==> images/metal_density.png <==
(6 px per µm) 12 x 9 tiles, from dark purple (low) to yellow (high), scaled to the fullest tile. Values are wire area over tile area, all layers added.
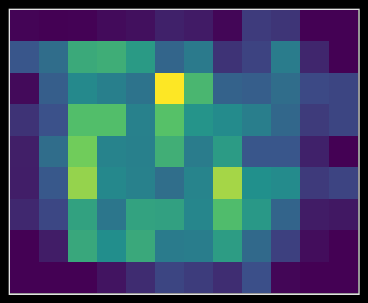
==> images/layer_met2.png <==
(8 px per µm) Cells faint in the background.
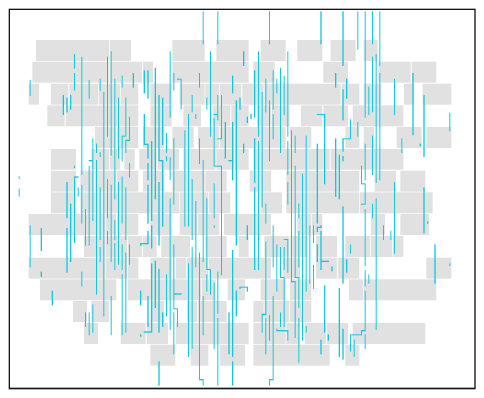
==> images/placement.png <==
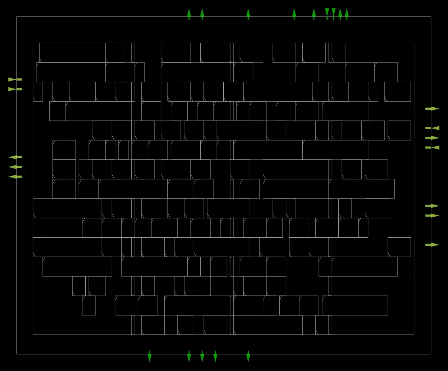
==> images/sizes.png <==
(4 px per µm)
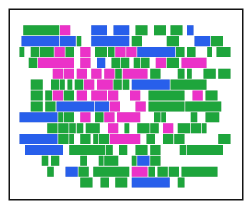
==> config.mk <==
export PLATFORM = sky130hd
export DESIGN_NAME = and_gate_flat
export DESIGN_NICKNAME = d
export VERILOG_FILES = /design/src/rtl/and_gate_if.sv /design/src/rtl/and_gate.sv /design/src/flat_wrapper.sv
export SDC_FILE = /design/constraint.sdc
export NUM_CORES = 1
export LEC_CHECK = 0
export CORE_ASPECT_RATIO = 0.8
export CORE_MARGIN = 2
export CORE_UTILIZATION = 42
export CTS_CLUSTER_DIAMETER = 100
export DETAILED_ROUTE_END_ITERATION = 10
export GPL_TIMING_DRIVEN = 0
export HOLD_SLACK_MARGIN = 0.05
export PLACE_DENSITY_LB_ADDON = 0.1
export SLEW_MARGIN = 5
export SYNTH_ARGS = -nofsm -noshare
export SYNTH_HDL_FRONTEND = slang
export SYNTH_SLANG_ARGS = --single-unit
==> constraint.sdc <==
create_clock -name clk -period 1.8 [get_ports clk]
set_clock_uncertainty 0.1 [all_clocks]
set_input_delay 0.36 -clock clk [delete_from_list [all_inputs] [get_ports clk]]
set_output_delay 0.36 -clock clk [all_outputs]
set_load 0.05 [all_outputs]
==> src/rtl/and_gate_if.sv <==
// rtl/and_gate_if.sv - operand/result bundle for the and_gate primitive
interface and_gate_if #(
    parameter int WIDTH = 1,
    parameter int CNT_W = 16
);
    logic [WIDTH-1:0] a;
    logic [WIDTH-1:0] b;
    logic [WIDTH-1:0] y;
    logic             in_valid;
    logic [WIDTH-1:0] y_q;
    logic             out_valid;
    logic             y_all;
    logic [CNT_W-1:0] hit_cnt;
    logic             clr_cnt;

    modport master (
        output a, b, in_valid, clr_cnt,
        input  y, y_q, out_valid, y_all, hit_cnt
    );

    modport slave (
        input  a, b, in_valid, clr_cnt,
        output y, y_q, out_valid, y_all, hit_cnt
    );
endinterface

==> src/rtl/and_gate.sv <==
// rtl/and_gate.sv - bitwise AND with registered copy, reduction flag and saturating hit counter
module and_gate #(
    parameter int WIDTH = 1,
    parameter int CNT_W = 16
) (
    input  logic       clk,
    input  logic       rst,
    and_gate_if.slave  bus
);
    logic [WIDTH-1:0] w_y;
    logic             w_all;
    logic             w_hit;
    logic             w_sat;

    logic [WIDTH-1:0] r_y_q;
    logic             r_out_valid;
    logic [CNT_W-1:0] r_hit_cnt;

    assign w_y   = bus.a & bus.b;
    assign w_all = &w_y;
    assign w_hit = bus.in_valid & w_all;
    assign w_sat = &r_hit_cnt;

    // y_q only updates on valid input; out_valid marks the cycle after a capture
    always_ff @(posedge clk or posedge rst) begin
        if (rst) begin
            r_y_q       <= '0;
            r_out_valid <= 1'b0;
            r_hit_cnt   <= '0;
        end else begin
            if (bus.in_valid) begin
                r_y_q <= w_y;
            end
            r_out_valid <= bus.in_valid;
            if (bus.clr_cnt) begin
                r_hit_cnt <= '0;
            end else if (w_hit && !w_sat) begin
                r_hit_cnt <= r_hit_cnt + 1'b1;
            end
        end
    end

    assign bus.y         = w_y;
    assign bus.y_all     = w_all;
    assign bus.y_q       = r_y_q;
    assign bus.out_valid = r_out_valid;
    assign bus.hit_cnt   = r_hit_cnt;
endmodule

==> src/flat_wrapper.sv <==
// flat-port wrapper written by rule: the top's interface ports become plain ports
module and_gate_flat 
#(
    parameter int WIDTH = 1,
    parameter int CNT_W = 16
)
  (clk, rst, bus_a, bus_b, bus_in_valid, bus_clr_cnt, bus_y, bus_y_q, bus_out_valid, bus_y_all, bus_hit_cnt);
  and_gate_if #(.WIDTH(WIDTH), .CNT_W(CNT_W)) bus_i ();
  input  logic clk;
  input  logic rst;
  input wire logic [$bits(bus_i.a)-1:0] bus_a;
  input wire logic [$bits(bus_i.b)-1:0] bus_b;
  input wire logic [$bits(bus_i.in_valid)-1:0] bus_in_valid;
  input wire logic [$bits(bus_i.clr_cnt)-1:0] bus_clr_cnt;
  output wire logic [$bits(bus_i.y)-1:0] bus_y;
  output wire logic [$bits(bus_i.y_q)-1:0] bus_y_q;
  output wire logic [$bits(bus_i.out_valid)-1:0] bus_out_valid;
  output wire logic [$bits(bus_i.y_all)-1:0] bus_y_all;
  output wire logic [$bits(bus_i.hit_cnt)-1:0] bus_hit_cnt;
  assign bus_i.a = bus_a;
  assign bus_i.b = bus_b;
  assign bus_i.in_valid = bus_in_valid;
  assign bus_i.clr_cnt = bus_clr_cnt;
  assign bus_y = bus_i.y;
  assign bus_y_q = bus_i.y_q;
  assign bus_out_valid = bus_i.out_valid;
  assign bus_y_all = bus_i.y_all;
  assign bus_hit_cnt = bus_i.hit_cnt;
  and_gate #(.WIDTH(WIDTH), .CNT_W(CNT_W)) u_core (.clk(clk), .rst(rst), .bus(bus_i));
endmodule
==> tab_implementation.tex <==
% Implementation results table
\begin{tabular}{lr}
\hline
Metric & Value \\
\hline
\multicolumn{2}{l}{\textbf{Synth}} \\
Post-synth ARST share & 100\% \\
Number of nets in the synthesized netlist & 110 \\
Cells after Synth & approximately 100 \\
Top post-synthesis cells by count & dfrtp\_1 (18), a21oi\_1 (13), o31ai\_1 (10), or4\_1 (10), nand4\_1 (7) \\
Synth mux share & 2.17\% \\
Syn. warnings & 0 \\
Cell type with the highest aggregate area in the netlist & dfrtp\_1 \\
Main logic family & simple AND/OR/NAND/NOR gates \\
Area share of and/or/nand/nor cells after synthesis & 28.2\% \\
Number of enable-type register cells in the synthesized netlist & 0 \\
Most numerous cell in the Yosys netlist & dfrtp\_1 \\
\multicolumn{2}{l}{\textbf{Detailed routing}} \\
First-pass DRT Iterations & 4 \\
Detail-routed via count per cell & 5.92 \\
Detailed router's first-iteration violation count & 27 \\
Number of remaining DRC errors & 0 \\
\multicolumn{2}{l}{\textbf{Critical path}} \\
Worst path cell trace & nand3\_1 -> or4\_4 -> or4\_4 -> a21oi\_2 \\
Required time worst endpoint & roughly 1.9 ns \\
Worst-case reg-to-reg path depth & 4 \\
Slack of the worst reg-to-reg path & -0.09 ns \\
Maximum fanout encountered on the critical timing path & 8 \\
Launching element of the worst setup path & u\_core.bus.hit\_cnt[7] \\
Capture point of the critical path & u\_core.bus.hit\_cnt[9] \\
Largest delay share family, worst path & simple AND/OR/NAND/NOR gates \\
Slowest-stage cell, CP & or4\_4 \\
\multicolumn{2}{l}{\textbf{Placed design}} \\
Post-DP HPWL & around 1800 µm \\
Instance area after placement & 1280 µm² \\
Final Wtd Congestion & 0.823 \\
\multicolumn{2}{l}{\textbf{Die}} \\
Chip area & $\sim$2700 µm² \\
Core footprint & 2180 µm² \\
Die Y-Extent & 47.2 µm \\
\multicolumn{2}{l}{\textbf{Pwr}} \\
Lkg Pwr & 0.000632 µW \\
Total power density per cell area & 484 nW/µm² \\
\multicolumn{2}{l}{\textbf{Final timing}} \\
RSZ-0062 raised after global routing & true \\
Final setup violation count & 6 \\
Crit path setup slack, layout & -0.0902 ns \\
Transition time at the pin with the least slew margin & 0.703 ns \\
Final setup TNS & -0.409 ns \\
\multicolumn{2}{l}{\textbf{Run status}} \\
Failing checks & setup timing \\
Result of the run & finished, violations left \\
\multicolumn{2}{l}{\textbf{Clocking}} \\
Htree depth & 1 \\
CTS tree & built \\
Num Clock Sinks & 18 \\
\multicolumn{2}{l}{\textbf{GRT}} \\
Pin count of the biggest net entering global routing & 19 \\
First-pass GRT wire length & 3960 µm \\
Number of global-route vias before repair & 893 \\
\multicolumn{2}{l}{\textbf{Layout}} \\
Most frequent cells in the layout & buf\_4 (21), dlygate4sd2\_1 (16), a21oi\_1 (11) \\
Top logic cell by instance count in the layout & buf\_4 \\
\hline
\end{tabular}
Notes on metal_density.png above:
tiles over half the peak: 20%
emptiest ninth of the die: bottom right
mean over tiles: 0.16
nearly empty tiles: 15%
fullest tile: 0.51
via total after detailed routing: 1030
average routed wire per standard cell: 15.6 µm
total wire length: 2710 µm
global router's overall resource usage: 20.2%

Notes on layer_met2.png above:
wire length on this layer: 1300 µm
nets with wire on the layer: 142
main direction: vertical
longest straight run: 27.9 µm
share of all routed wire: 48%
Global Route met2 Usage: 35.0%

Notes on placement.png above:
number of rows created at floorplan: 15
final core area utilization: 68.2%

Notes on sizes.png above:
| color | size | cells |
|---|---|---|
| green | _0 and _1 cells | 99 |
| magenta | _3 and _4 cells | 32 |
| blue | _2 cells | 18 |
post-route cell area: 1480 µm²
crit path setup slack, layout: -0.0902 ns
area overhead of the layout relative to synthesis: 51.3%

-- worst min-delay path by stage --
stage                                startpoint                endpoint  slack [ns]  cells past startpoint
after detailed placement  u_core.bus.hit_cnt[4]   u_core.bus.hit_cnt[4]        0.40                      1
after global routing               bus_in_valid    u_core.bus.out_valid        0.29                      1
final                              bus_in_valid    u_core.bus.out_valid        0.30                      1
after CTS                          bus_in_valid    u_core.bus.out_valid        0.30                      1
after global placement    u_core.bus.hit_cnt[4]   u_core.bus.hit_cnt[4]        0.39                      1
after floorplan                             rst  u_core.bus.hit_cnt[10]        0.20                      1
-- worst register-to-register path, cell delays in order (launching register included) --
cell and delay, ns:
dfrtp_1 0.43, nand3_1 0.11, or4_4 0.60, or4_4 0.44
a21oi_2 0.14
-- registers in the layout, indices dropped and copies added (netlist names) --
signal and flops:
u_core.bus.hit_cnt 16, u_core.bus.out_valid 1, u_core.bus.y_q 1
-- power breakdown --
group | switching (µW) | internal [µW]
logic | 55.0 | 25.3
clock network | 138 | 86.8
registers | 3.45 | 409
-- metal layers --
layer  track usage [%]  up-vias  share of wire, %
li1                  -      492                 -
met5                 0        -                 0
met3              6.61        6               5.5
met2              35.0       32                48
met1              23.5      500                45
met4              9.30        0               1.4
-- cell type report --
cell class,count,area (µm²)
Buffer,3,15.0
Multi-Input combinational cell,75,562
Timing Repair Buffer,44,369
Sequential cell,18,462
Fill cell,179,693
Tap cell,25,31.3
Clock buffer,4,26.3
Inverter,5,18.8
-- timing repair --
action                                  CTS  global route
pin swaps                                 2            11
endpoints found under the setup margin   33            19
hold buffers                              0             0
buffers inserted                          8            12
gates resized                            35            11
-- logic make-up after synthesis --
logic type | count (synthesis)
buf+inv | 10
mux | 2
flops | 18
compound gates | 29
fa+ha+maj | 1
simple gates | 43
No activity file was given, so power comes from the tool's default toggle rates.
